<file path="src/rtl/matmul_sched_pkg.sv">
// Shared types for the matmul engine scheduler.
// Optional watchdog build: define MATMUL_SCHED_TIMEOUT_EN.
package matmul_sched_pkg;

    localparam int DEFAULT_DIM = 32;
    localparam int DEFAULT_DW  = $clog2(DEFAULT_DIM) + 1;

    typedef enum logic [1:0] {
        IDLE,
        LOAD,
        RUN,
        RESP
    } sched_state_t;

    typedef struct packed {
        logic [DEFAULT_DW-1:0] m;
        logic [DEFAULT_DW-1:0] n;
        logic [DEFAULT_DW-1:0] p;
    } mm_dims_t;

endpackage

</file>
<file path="src/rtl/matmul_sched_if.sv">
// Request, engine and response bundle of the matmul scheduler.
// master = scheduler side, slave = requesters/engine/consumer side.
interface matmul_sched_if
    import matmul_sched_pkg::*;
#(
    parameter int NREQ = 2,
    parameter int DIM  = DEFAULT_DIM
);
    localparam int DW = $clog2(DIM) + 1;
    localparam int SW = $clog2(NREQ);

    logic [NREQ-1:0]    req_valid;
    logic [NREQ-1:0]    req_ready;
    logic [NREQ*DW-1:0] req_m;
    logic [NREQ*DW-1:0] req_n;
    logic [NREQ*DW-1:0] req_p;

    logic               mm_en;
    logic [DW-1:0]      mm_m;
    logic [DW-1:0]      mm_n;
    logic [DW-1:0]      mm_p;
    logic [SW-1:0]      mm_sel;
    logic               mm_done;

    logic               resp_valid;
    logic               resp_ready;
    logic [SW-1:0]      resp_id;
    logic               resp_err;

    modport master (
        input  req_valid, req_m, req_n, req_p,
        input  mm_done, resp_ready,
        output req_ready, mm_en, mm_m, mm_n, mm_p, mm_sel,
        output resp_valid, resp_id, resp_err
    );

    modport slave (
        output req_valid, req_m, req_n, req_p,
        output mm_done, resp_ready,
        input  req_ready, mm_en, mm_m, mm_n, mm_p, mm_sel,
        input  resp_valid, resp_id, resp_err
    );

endinterface

</file>
<file path="src/rtl/matmul_sched_rr_arbiter.sv">
// Combinational round-robin pick: first valid after last_i,
// wrapping around; the pointer itself lives in the parent.
module matmul_sched_rr_arbiter #(
    parameter int NREQ = 2
) (
    input  logic [NREQ-1:0]         valid_i,
    input  logic [$clog2(NREQ)-1:0] last_i,
    output logic                    any_o,
    output logic [$clog2(NREQ)-1:0] grant_o
);
    localparam int SW = $clog2(NREQ);

    logic [SW-1:0] idx;

    always_comb begin
        any_o   = 1'b0;
        grant_o = '0;
        idx     = '0;
        for (int i = 1; i <= NREQ; i++) begin
            idx = SW'((int'(last_i) + i) % NREQ);
            if (!any_o && valid_i[idx]) begin
                any_o   = 1'b1;
                grant_o = idx;
            end
        end
    end

endmodule

</file>
<file path="src/rtl/matmul_sched.sv">
// Round-robin scheduler sharing one systolic matmul engine.
// Optional RUN watchdog and tmo_flag_o: MATMUL_SCHED_TIMEOUT_EN.
module matmul_sched
    import matmul_sched_pkg::*;
#(
    parameter int NREQ    = 2,
    parameter int DIM     = DEFAULT_DIM,
    parameter int TMO_CYC = 4 * DIM
) (
    input  logic           clk,
    input  logic           rst_n,
    matmul_sched_if.master bus,
`ifdef MATMUL_SCHED_TIMEOUT_EN
    output logic           tmo_flag_o,
`endif
    output logic           busy_o
);
    localparam int DW = $clog2(DIM) + 1;
    localparam int SW = $clog2(NREQ);

    if (NREQ < 2 || NREQ > 8 || TMO_CYC < 1) begin : g_param_chk
        $error("matmul_sched: parameter out of range");
    end

    sched_state_t  state_q, state_d;
    logic [SW-1:0] last_q, last_d;
    logic [SW-1:0] sel_q, sel_d;
    logic [DW-1:0] m_q, m_d;
    logic [DW-1:0] n_q, n_d;
    logic [DW-1:0] p_q, p_d;
    logic          err_q, err_d;

    logic          any;
    logic [SW-1:0] grant;
    logic [DW-1:0] gm, gn, gp;
    logic          dims_bad;
    logic          tmo_hit;

    matmul_sched_rr_arbiter #(.NREQ(NREQ)) u_arb (
        .valid_i (bus.req_valid),
        .last_i  (last_q),
        .any_o   (any),
        .grant_o (grant)
    );

    assign gm = bus.req_m[int'(grant)*DW +: DW];
    assign gn = bus.req_n[int'(grant)*DW +: DW];
    assign gp = bus.req_p[int'(grant)*DW +: DW];

    assign dims_bad = (gm == '0) || (gn == '0) || (gp == '0)
                   || (gm > DW'(DIM)) || (gn > DW'(DIM))
                   || (gp > DW'(DIM));

`ifdef MATMUL_SCHED_TIMEOUT_EN
    localparam int CW = $clog2(TMO_CYC + 1);

    logic [CW-1:0] cnt_q;
    logic          tmo_q;

    assign tmo_hit    = (cnt_q == CW'(TMO_CYC - 1));
    assign tmo_flag_o = tmo_q;

    always_ff @(posedge clk or negedge rst_n) begin
        if (!rst_n) begin
            cnt_q <= '0;
            tmo_q <= 1'b0;
        end else begin
            if (state_q == LOAD) begin
                cnt_q <= '0;
            end else if (state_q == RUN) begin
                cnt_q <= cnt_q + 1'b1;
            end
            if (state_q == RUN && !bus.mm_done && tmo_hit) begin
                tmo_q <= 1'b1;
            end
        end
    end
`else
    assign tmo_hit = 1'b0;
`endif

    always_comb begin
        state_d       = state_q;
        last_d        = last_q;
        sel_d         = sel_q;
        m_d           = m_q;
        n_d           = n_q;
        p_d           = p_q;
        err_d         = err_q;
        bus.req_ready = '0;
        unique case (state_q)
            IDLE: begin
                if (any) begin
                    bus.req_ready[grant] = 1'b1;
                    last_d  = grant;
                    sel_d   = grant;
                    m_d     = gm;
                    n_d     = gn;
                    p_d     = gp;
                    err_d   = dims_bad;
                    state_d = dims_bad ? RESP : LOAD;
                end
            end
            LOAD: state_d = RUN;
            RUN: begin
                // done wins over a watchdog expiry in the same cycle
                if (bus.mm_done) begin
                    err_d   = 1'b0;
                    state_d = RESP;
                end else if (tmo_hit) begin
                    err_d   = 1'b1;
                    state_d = RESP;
                end
            end
            RESP: begin
                if (bus.resp_ready) begin
                    state_d = IDLE;
                end
            end
            default: state_d = IDLE;
        endcase
    end

    always_ff @(posedge clk or negedge rst_n) begin
        if (!rst_n) begin
            state_q <= IDLE;
            last_q  <= SW'(NREQ - 1);
            sel_q   <= '0;
            m_q     <= '0;
            n_q     <= '0;
            p_q     <= '0;
            err_q   <= 1'b0;
        end else begin
            state_q <= state_d;
            last_q  <= last_d;
            sel_q   <= sel_d;
            m_q     <= m_d;
            n_q     <= n_d;
            p_q     <= p_d;
            err_q   <= err_d;
        end
    end

    assign bus.mm_en      = (state_q == RUN);
    assign bus.mm_m       = m_q;
    assign bus.mm_n       = n_q;
    assign bus.mm_p       = p_q;
    assign bus.mm_sel     = sel_q;
    assign bus.resp_valid = (state_q == RESP);
    assign bus.resp_id    = sel_q;
    assign bus.resp_err   = (state_q == RESP) && err_q;
    assign busy_o         = (state_q != IDLE);

endmodule

</file>
<file path="src/flat_wrapper.sv">
// flat-port wrapper written by rule: the top's interface ports become plain ports
module matmul_sched_flat import matmul_sched_pkg::*;
#(
    parameter int NREQ    = 2,
    parameter int DIM     = DEFAULT_DIM,
    parameter int TMO_CYC = 4 * DIM
)
  (clk, rst_n, busy_o, bus_req_valid, bus_req_m, bus_req_n, bus_req_p, bus_mm_done, bus_resp_ready, bus_req_ready, bus_mm_en, bus_mm_m, bus_mm_n, bus_mm_p, bus_mm_sel, bus_resp_valid, bus_resp_id, bus_resp_err);
  matmul_sched_if #(.NREQ(NREQ), .DIM(DIM)) bus_i ();
  input  logic clk;
  input  logic rst_n;
  output logic busy_o;
  input wire logic [$bits(bus_i.req_valid)-1:0] bus_req_valid;
  input wire logic [$bits(bus_i.req_m)-1:0] bus_req_m;
  input wire logic [$bits(bus_i.req_n)-1:0] bus_req_n;
  input wire logic [$bits(bus_i.req_p)-1:0] bus_req_p;
  input wire logic [$bits(bus_i.mm_done)-1:0] bus_mm_done;
  input wire logic [$bits(bus_i.resp_ready)-1:0] bus_resp_ready;
  output wire logic [$bits(bus_i.req_ready)-1:0] bus_req_ready;
  output wire logic [$bits(bus_i.mm_en)-1:0] bus_mm_en;
  output wire logic [$bits(bus_i.mm_m)-1:0] bus_mm_m;
  output wire logic [$bits(bus_i.mm_n)-1:0] bus_mm_n;
  output wire logic [$bits(bus_i.mm_p)-1:0] bus_mm_p;
  output wire logic [$bits(bus_i.mm_sel)-1:0] bus_mm_sel;
  output wire logic [$bits(bus_i.resp_valid)-1:0] bus_resp_valid;
  output wire logic [$bits(bus_i.resp_id)-1:0] bus_resp_id;
  output wire logic [$bits(bus_i.resp_err)-1:0] bus_resp_err;
  assign bus_i.req_valid = bus_req_valid;
  assign bus_i.req_m = bus_req_m;
  assign bus_i.req_n = bus_req_n;
  assign bus_i.req_p = bus_req_p;
  assign bus_i.mm_done = bus_mm_done;
  assign bus_i.resp_ready = bus_resp_ready;
  assign bus_req_ready = bus_i.req_ready;
  assign bus_mm_en = bus_i.mm_en;
  assign bus_mm_m = bus_i.mm_m;
  assign bus_mm_n = bus_i.mm_n;
  assign bus_mm_p = bus_i.mm_p;
  assign bus_mm_sel = bus_i.mm_sel;
  assign bus_resp_valid = bus_i.resp_valid;
  assign bus_resp_id = bus_i.resp_id;
  assign bus_resp_err = bus_i.resp_err;
  matmul_sched #(.NREQ(NREQ), .DIM(DIM), .TMO_CYC(TMO_CYC)) u_core (.clk(clk), .rst_n(rst_n), .bus(bus_i), .busy_o(busy_o));
endmodule
</file>
<file path="config.mk">
export PLATFORM = sky130hd
export DESIGN_NAME = matmul_sched_flat
export DESIGN_NICKNAME = d
export VERILOG_FILES = /design/src/rtl/matmul_sched_pkg.sv /design/src/rtl/matmul_sched_if.sv /design/src/rtl/matmul_sched_rr_arbiter.sv /design/src/rtl/matmul_sched.sv /design/src/flat_wrapper.sv
export SDC_FILE = /design/constraint.sdc
export NUM_CORES = 1
export LEC_CHECK = 0
export CORE_MARGIN = 2
export CORE_UTILIZATION = 35
export DETAILED_ROUTE_END_ITERATION = 10
export GPL_ROUTABILITY_DRIVEN = 0
export PLACE_DENSITY = 0.75
export SYNTH_ARGS = -nofsm -noshare
export SYNTH_HDL_FRONTEND = slang
export SYNTH_HIERARCHICAL = 1
export SYNTH_SLANG_ARGS = --single-unit
</file>
<file path="constraint.sdc">
create_clock -name clk -period 1.5 [get_ports clk]
set_input_delay 0.3 -clock clk [delete_from_list [all_inputs] [get_ports clk]]
set_output_delay 0.3 -clock clk [all_outputs]
set_load 0.05 [all_outputs]
</file>
### Met1 routing

The bar under the picture is 20 µm long.
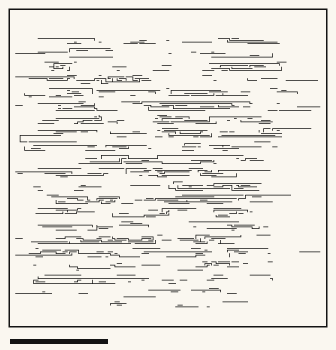
219 nets have wire on it. The longest straight run is 22.5 µm.

### Signal wires on met2

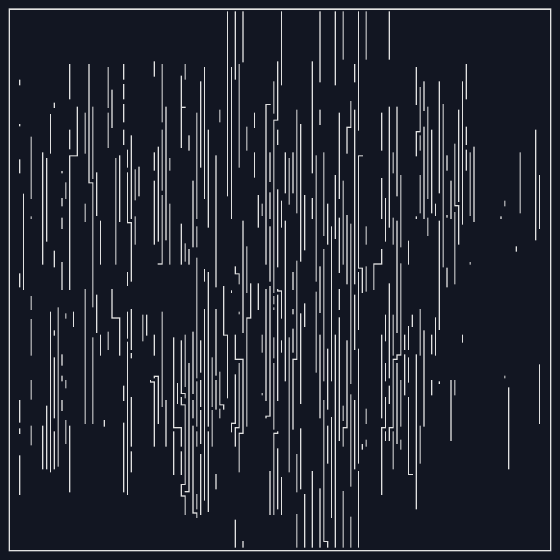
The layer holds 51% of the routed length. The longest straight run is 25.3 µm.
vias post-DR: 1374
wire length after detailed routing: 4390 µm
met2 track utilization from global routing: 37.2%

==> stage by stage <==
stage | utilization (%) | power [W] | setup TNS [ns]
CTS | 77.1 | 0.00538 | -1.67
global placement | 70.8 | 0.00477 | -7.01
floorplan | - | 0.00300 | -0.357
global route | 79.5 | 0.00589 | -2.44
detailed placement | 70.8 | 0.00486 | -8.00
finish | 79.5 | 0.00564 | -1.96
==> registers in the layout, summed over array words and instances (netlist names) <==
signal,flops
u_core/last_q,1
u_core/state_q,2
u_core/bus.mm_m,6
u_core/err_q,1
u_core/bus.mm_sel,1
u_core/bus.mm_n,6
u_core/bus.mm_p,6
==> Yosys cell counts (2+ instances only) <==
master,number,area [µm²]
clkbuf_1,4,15.0
nor2_1,9,33.8
nand2_1,23,86.3
nor4_1,2,12.5
dfrtp_1,22,551
mux2i_1,17,170
nor4_2,2,25.0
o21ai_0,20,100
buf_6,2,22.5
a21oi_1,2,10.0
ha_1,3,37.5
a22oi_1,3,22.5
xor2_1,3,26.3
nor4b_2,2,30.0
inv_1,6,22.5
o22ai_1,2,12.5
==> report_power, final <==
part / total [W] / internal (W) / switching [W]
Clock: 0.000299 / 0.000104 / 0.000195
Sequential: 0.00126 / 0.000929 / 0.000335
Combinational: 0.00408 / 0.00200 / 0.00208
==> layout by cell type, fill, tap and decap left out, types with 4 or more instances in the layout <==
cell,n
nand2_1,23
mux2i_1,15
clkdlybuf4s50_1,39
buf_4,15
o21ai_1,4
buf_6,9
buf_12,27
nor2_1,8
dfrtp_1,21
o21ai_0,16
==> critical path: stages (launching register included) <==
cell and delay, ns:
dfstp_2 0.58, a21boi_4 0.08, buf_4 0.15, nor4_2 0.18, a22oi_1 0.15, xor2_2 0.21, nor4_1 0.32, o22ai_1 0.12
==> cell families (layout without fill, tap and decap cells) <==
| kind of cell | Yosys count | count (layout) | synth area share [%] |
|---|---|---|---|
| flops | 23 | 23 | 45.0 |
| simple gates | 43 | 43 | 17.1 |
| mux | 18 | 18 | 14.4 |
| fa+ha+maj | 3 | 3 | 2.93 |
| xor+xnor | 3 | 3 | 2.05 |
| buf+inv | 14 | 103 | 5.66 |
| compound gates | 29 | 29 | 12.9 |
==> per-layer routing <==
| metal | routed length [µm] | GRT usage, % | up-vias |
|---|---|---|---|
| met3 | 347 | 4.17 | 8 |
| li1 | - | - | 633 |
| met5 | 0 | 0 | - |
| met4 | 85 | 8.51 | 0 |
| met1 | 1710 | 24.8 | 660 |
| met2 | 2240 | 37.2 | 73 |
==> layout make-up <==
type / count / share of cell area [%]
inverters: 6 / 1.20
repair buffers: 93 / 43.8
clock buffers: 4 / 0.967
flip-flops and latches: 23 / 21.3
well taps: 46 / 2.12
multi-input cells: 96 / 30.6
==> worst paths after layout <==
kind                               start                 end  slack [ns]  cells after the start
min                                rst_n  u_core/bus.mm_p[3]        0.33                      2
min in group clk           u_core/last_q       u_core/last_q        0.49                      2
max in group asynchronous          rst_n       u_core/last_q        0.88                      2
max                        u_core/last_q   u_core/state_q[1]       -0.42                      7
max reg2reg                u_core/last_q   u_core/state_q[1]       -0.42                      7
min reg2reg                u_core/last_q       u_core/last_q        0.49                      2
==> flow_summary.ini <==
; yosys + openroad results
[sta]
setup_ws_ns = -0.418
timing.final.crit_period_ns = 1.92
final.period_utilization_pct = 128
maxClockFrequency_ghz = 0.521
setup_viol_count_final = 9
total_count_of_hold_check_failures_in_the_final_report = 0
worst_slew_slack_as_a_fraction_of_its_limit_pct = 79.3
setup_repair_after_global_routing_missed_its_margin = true

[cts]
cts_tree = yes
clkSlewWorstSetupHoldPaths_ns = 0.13
tritoncts_num_sinks = 23
cts_buffer_depth = 2
clock.latency.late_pin_ns = 0.31
holdBufCountCts = 0
post_cts_resize_count = 29

[synthesis]
ys_cells = 133
synth.yosys.warnings = 6
avgSynthCellArea_um2 = 9.63
number_of_flops_mapped_to_enable_cells_by_yosys = 0
seq_area_frac_synth_pct = 45.0
cell_variety_after_synth = 27
synth.cell_area_mm2 = 0.00128
netlist_instances = 133

[power]
static-leakage-power_nw = 1.15
pwr_density_cell_mw_per_mm2 = 2080
irDropWorstVdd_mv = 1.29

[die]
floorplan.rows = 21
placeableCoreArea_mm2 = 0.00342
design.portCount = 68
chipArea_mm2 = 0.00416
die_height_um = 64.5
die_w_um = 64.5
fp_util_pct = 37.5

[layout]
layoutNonFillerInstCount = 268
final.fill_count = 194
final_cell_area_mm2 = 0.00272
final-seq-area_um2 = 578
syn2layout_area_growth_pct = 112
final-comb-area_um2 = 832
final_layout_size_suffix_gt1_share_pct = 38.3
finalNetCount = 268

[placed_design]
dpl-instance-area_mm2 = 0.00242
pre_cts_slack_ns = -0.745
detailed_place_hpwl_um = 2980
placement.io_buffers = 67

[worst_setup_path]
worstSetupEndpointType = register
crit_fanout = 4
start_kind = register
critPathArrivalTime_ns = 2.11
crit_type = reg2reg
worst_ep_required_time_ns = 1.69

[run_status]
violations_in_the_final_reports = setup timing
status = finished, violations left

[flow_run]
stage_log_warnings = 31

[global_routing]
antenna_found_initial = 0
first_global_vias = 1476

[routing]
detail-route-antenna-nets = 0
detail_route.iter0.violations = 44
wl_per_cell_um = 16.4
drc_errors = 0
routed_via_density = 5.13
Power and IR drop assume default switching activity.
